===== src/rtl/bar_level_ctrl.sv =====
// Audio bar meter: windowed peak amplitude to thermometer level, with peak-hold marker and theme select.
// Outputs update one cycle after frame_start (two after the frame boundary); no backpressure, every sample_valid is consumed.
module bar_level_ctrl #(
  parameter int WINDOW      = 4000,
  parameter int HOLD_FRAMES = 30
) (
  input  logic        clock,
  input  logic        reset,
  input  logic        sample_valid,
  input  logic [11:0] mic_in,
  input  logic [12:0] pixel_index,
  input  logic        SW_12,
  input  logic        SW_11,
  output logic [15:0] led_light,
  output logic [4:0]  peak_level,
  output logic [1:0]  theme,
  output logic        frame_start
);

  logic [15:0] win_cnt;
  logic [10:0] win_peak;
  logic [10:0] amp;
  logic [10:0] win_max;
  logic [4:0]  win_level;
  logic [4:0]  pending;
  logic [4:0]  snap;
  logic [7:0]  hold_cnt;
  logic [12:0] pix_prev;
  logic [1:0]  sw_meta;
  logic [1:0]  sw_sync;
  logic        frame_bnd;
  logic        win_last;
  logic [16:0] therm;

  always_comb begin
    // Above midscale the amplitude is simply the low 11 bits.
    amp       = mic_in[11] ? mic_in[10:0] : 11'd0;
    win_max   = (amp > win_peak) ? amp : win_peak;
    win_level = (win_max == 11'd0) ? 5'd0 : ({1'b0, win_max[10:7]} + 5'd1);
    win_last  = (win_cnt == 16'(WINDOW - 1));
    frame_bnd = (pixel_index == 13'd0) && (pix_prev != 13'd0);
    therm     = (17'd1 << snap) - 17'd1;
  end

  always_ff @(posedge clock) begin
    if (reset) begin
      win_cnt     <= '0;
      win_peak    <= '0;
      pending     <= '0;
      snap        <= '0;
      hold_cnt    <= '0;
      pix_prev    <= '0;
      sw_meta     <= '0;
      sw_sync     <= '0;
      led_light   <= '0;
      peak_level  <= '0;
      theme       <= '0;
      frame_start <= 1'b0;
    end else begin
      pix_prev    <= pixel_index;
      sw_meta     <= {SW_12, SW_11};
      sw_sync     <= sw_meta;
      frame_start <= frame_bnd;

      // Capture the level before any window finishing this cycle can overwrite it.
      if (frame_bnd)
        snap <= pending;

      if (sample_valid) begin
        if (win_last) begin
          pending  <= win_level;
          win_peak <= '0;
          win_cnt  <= '0;
        end else begin
          win_peak <= win_max;
          win_cnt  <= win_cnt + 16'd1;
        end
      end

      if (frame_start) begin
        led_light <= therm[15:0];
        theme     <= sw_sync[1] ? 2'd2 : (sw_sync[0] ? 2'd1 : 2'd0);
        if (snap >= peak_level) begin
          peak_level <= snap;
          hold_cnt   <= 8'(HOLD_FRAMES);
        end else if (hold_cnt != 8'd0) begin
          hold_cnt <= hold_cnt - 8'd1;
        end else begin
          peak_level <= peak_level - 5'd1;
        end
      end
    end
  end

endmodule


===== config.mk =====
export PLATFORM = sky130hd
export DESIGN_NAME = bar_level_ctrl
export DESIGN_NICKNAME = d
export VERILOG_FILES = /design/src/rtl/bar_level_ctrl.sv
export SDC_FILE = /design/constraint.sdc
export NUM_CORES = 1
export LEC_CHECK = 0
export CAP_MARGIN = 15
export CORE_ASPECT_RATIO = 0.5
export CORE_MARGIN = 5
export CORE_UTILIZATION = 42
export DETAILED_ROUTE_END_ITERATION = 12
export GPL_TIMING_DRIVEN = 0
export MAX_ROUTING_LAYER = met4
export PLACE_DENSITY = 0.64
export SLEW_MARGIN = 20
export SYNTH_ARGS = -nofsm -noshare
export SYNTH_HDL_FRONTEND = slang
export SYNTH_SLANG_ARGS = --single-unit

===== constraint.sdc =====
create_clock -name clock -period 4.33 [get_ports clock]
set_input_delay 1.299 -clock clock [delete_from_list [all_inputs] [get_ports clock]]
set_output_delay 1.299 -clock clock [all_outputs]
set_load 0.05 [all_outputs]

==> flow_results.xml <==
<?xml version="1.0" encoding="UTF-8"?>
<metrics>
  <group name="final_layout">
    <metric name="sh_comb_area" unit="">0.447</metric>
    <metric name="mi_logic_area" unit="um^2">2360</metric>
    <metric name="final_nets" unit="">616</metric>
    <metric name="fin_area" unit="um^2">5270</metric>
    <metric name="n_fill_cell" unit="">978</metric>
    <metric name="utilization" unit="">0.525</metric>
    <metric name="n_clock_buffer" unit="">11</metric>
    <metric name="lay_top_cells" unit="">86 x sky130_fd_sc_hd__dfxtp_1, 69 x sky130_fd_sc_hd__nor2_1, 52 x sky130_fd_sc_hd__clkdlybuf4s50_1, 33 x sky130_fd_sc_hd__nand2_1, 26 x sky130_fd_sc_hd__a21oi_1</metric>
    <metric name="top_area_cell_class" unit="">logic gates</metric>
    <metric name="regArea" unit="um^2">1720</metric>
    <metric name="signal_buffer_area_fraction" unit="">0.120</metric>
    <metric name="finish.cell_count_without_fillers" unit="">708</metric>
  </group>
  <group name="floorplan">
    <metric name="top_level_ports" unit="">54</metric>
    <metric name="core_util_floorplan" unit="">0.423</metric>
    <metric name="placeableCoreArea" unit="um^2">10100</metric>
    <metric name="std_cell_rows" unit="">26</metric>
  </group>
  <group name="global_route">
    <metric name="first_global_vias" unit="">3424</metric>
    <metric name="grt_pass1_wl" unit="mm">16.6</metric>
    <metric name="grt_antenna_before_repair" unit="">0</metric>
    <metric name="global_routing_met1_resource_utilization" unit="">0.220</metric>
    <metric name="total_global_routing_overflow" unit="">0</metric>
    <metric name="top_usage_layer" unit="">met2</metric>
    <metric name="grt_max_degree" unit="">14</metric>
  </group>
  <group name="clocking">
    <metric name="tritoncts" unit="">built</metric>
    <metric name="clkSlewWorstSetupHoldPaths" unit="ns">0.06</metric>
    <metric name="clkLatencyLatePin" unit="ns">0.34</metric>
    <metric name="tritoncts.num_buffers" unit="">9</metric>
    <metric name="cts.sink_count" unit="">86</metric>
    <metric name="cts-root-buf" unit="">sky130_fd_sc_hd__clkbuf_16</metric>
  </group>
  <group name="route">
    <metric name="avgRoutedWirePerCell" unit="um">13.9</metric>
    <metric name="final_antenna_net_count" unit="">0</metric>
    <metric name="wl_met1" unit="mm">4.97</metric>
    <metric name="drc" unit="">0</metric>
    <metric name="routed.top_layer" unit="">met4</metric>
    <metric name="avgViaCountPerCell" unit="">5.13</metric>
  </group>
  <group name="critical_path">
    <metric name="timing.setup.critical_path_class" unit="">input port to flop</metric>
    <metric name="critical-path-slowest-cell" unit="">sky130_fd_sc_hd__clkdlybuf4s50_1</metric>
    <metric name="worst_ep_required_time" unit="ns">4.56</metric>
    <metric name="critical-path-max-stage-delay" unit="ns">0.44</metric>
    <metric name="worst_path_most_repeated_cell" unit="">sky130_fd_sc_hd__ha_1</metric>
    <metric name="critPathArrivalTime" unit="ns">4.29</metric>
    <metric name="reg2reg_from" unit="">win_peak[9]$_SDFFE_PP0P_</metric>
    <metric name="count_of_buffering_cells_on_the_critical_path_with_inverters_included" unit="">3</metric>
  </group>
  <group name="timing">
    <metric name="period_needed" unit="ns">4.06</metric>
    <metric name="unrepaired_setup_endpoints_after_global_routing" unit="">false</metric>
    <metric name="hold-worst-slack" unit="ns">0.439</metric>
    <metric name="accumulated_negative_setup_slack" unit="ns">0</metric>
  </group>
  <group name="synthesis">
    <metric name="synth.most_common_cell" unit="">sky130_fd_sc_hd__dfxtp_1</metric>
    <metric name="synth.yosys.chip_area" unit="um^2">4250</metric>
    <metric name="ys_cells" unit="">500</metric>
    <metric name="ys.flop_type" unit="">sky130_fd_sc_hd__dfxtp_1</metric>
    <metric name="edf_count" unit="">0</metric>
    <metric name="fp_nets" unit="">552</metric>
    <metric name="yosysSeqAreaShare" unit="">0.405</metric>
    <metric name="yosys.area.top_type_share" unit="">0.405</metric>
    <metric name="syn-mean-instance-area" unit="um^2">8.51</metric>
    <metric name="netlist_top_cells_area" unit="">sky130_fd_sc_hd__dfxtp_1 40%, sky130_fd_sc_hd__ha_1 6.5%, sky130_fd_sc_hd__nor2_1 6.2%</metric>
    <metric name="syn_inst" unit="">500</metric>
    <metric name="synth_top_cell_by_area" unit="">sky130_fd_sc_hd__dfxtp_1</metric>
  </group>
  <group name="status">
    <metric name="run_status" unit="">completed</metric>
  </group>
  <group name="power">
    <metric name="leakage_power_summed_over_all_cells" unit="nW">1.84</metric>
    <metric name="p_per_area" unit="nW/um^2">329</metric>
    <metric name="ir_worst_vdd" unit="mV">0.198</metric>
  </group>
  <group name="flow_run">
    <metric name="maxCapViolations" unit="">0</metric>
  </group>
  <group name="worst_hold_path">
    <metric name="hold_start" unit="">sw_meta[1]$_SDFF_PP0_</metric>
    <metric name="worst_hold_path.num_cells" unit="">1</metric>
  </group>
</metrics>
how the worst max path moves through the flow:
stage,endpoint,depth (start not counted)
global route,pending[2]$_SDFFE_PP0P_,13
CTS,pending[2]$_SDFFE_PP0P_,13
floorplan,pending[2]$_SDFFE_PP0P_,12
finish,pending[2]$_SDFFE_PP0P_,13
global placement,pending[2]$_SDFFE_PP0P_,13
detailed placement,pending[2]$_SDFFE_PP0P_,13
report_power, final:
part / switching [mW] / leakage, nW / internal (mW)
combinational: 0.0864 / 0.999 / 0.0752
clock: 0.306 / 0.141 / 0.457
sequential: 0.00716 / 0.698 / 0.805
total: 0.399 / 1.84 / 1.34
worst reg2reg max path: cells and delay by family, from the launching register on:
kind | cells | cell delay (ns)
AOI/OAI and AO/OA | 3 | 0.63
adders and majority gates | 2 | 0.50
and+or+nand+nor | 2 | 0.43
DFF | 1 | 0.40
muxes | 1 | 0.36
buffers and inverters | 2 | 0.14
xor gates and xnor gates | 1 | 0.13
sequential cells by signal, indices dropped and copies added (netlist names), 2 cells and up:
register    count
snap            5
win_cnt        16
sw_sync         2
pending         5
theme           2
led_light      16
win_peak       11
sw_meta         2
pix_prev       13
hold_cnt        8
peak_level      5
timing repair:
action                     4_1_cts  5_1_grt
pin swaps                        0        1
resized                          3        3
setup buffers                    0        1
setup endpoints to repair       12       11
logic make-up (layout without fill, tap and decap cells):
logic type                 Yosys count  after routing  synth area share
adders and majority gates           22             22            0.0647
DFF                                 86             86             0.405
xor gates and xnor gates            19             19            0.0391
AOI/OAI and AO/OA                  101            101             0.168
buffers and inverters               51            119            0.0468
muxes                               15             15            0.0356
and+or+nand+nor                    206            206             0.241
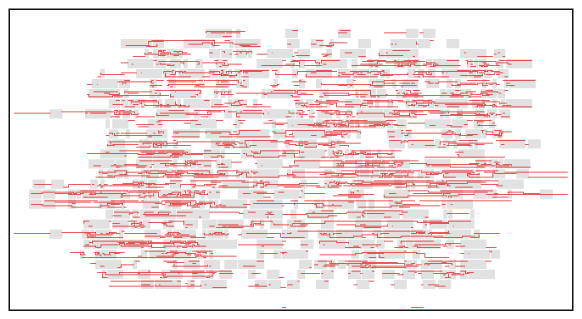
layer_met1.png
The wires run mostly horizontal. The layer carries 4,970 um of wire.

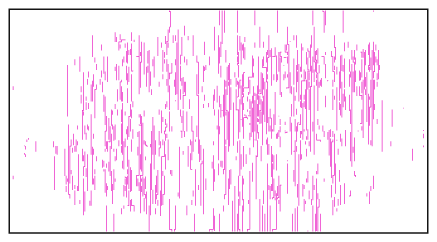
layer_met2.png
The layer holds 44% of the routed length. The layer carries 4,380 um of wire. The longest straight run is 37.4 um. The wires run mostly vertical. 501 nets have wire on it.
wire length reported by the detailed router: 9.86 mm
met2 track demand over resource in global routing: 0.265

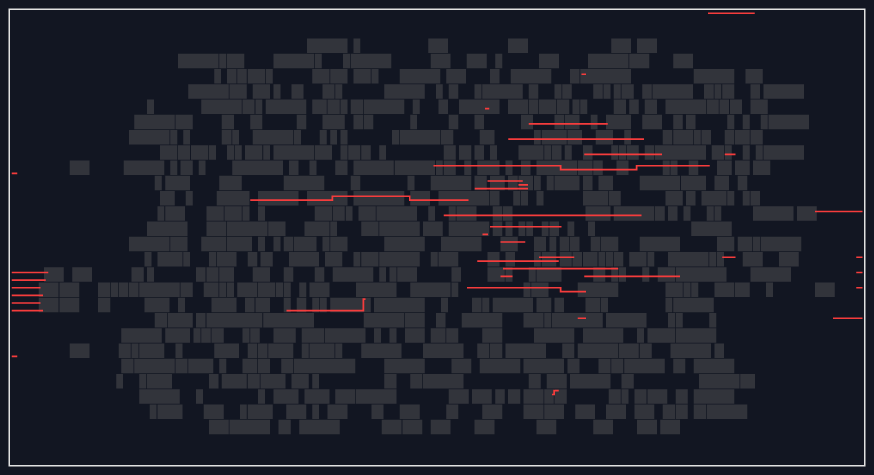
layer_met3.png
The longest straight run is 35.0 um. The layer carries 371 um of wire. The wires run mostly horizontal. 29 nets have wire on it. The layer holds 3.8% of the routed length.
GR Layer Usage met3: 0.0404
via total after detailed routing: 3,634

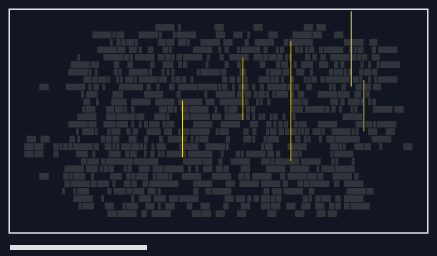
layer_met4.png
The bar under the picture is 50 um long.
The layer holds 1.3% of the routed length. The wires run mostly vertical. 4 nets have wire on it. The longest straight run is 43.5 um.

No activity file was given, so power comes from the tool's default toggle rates.
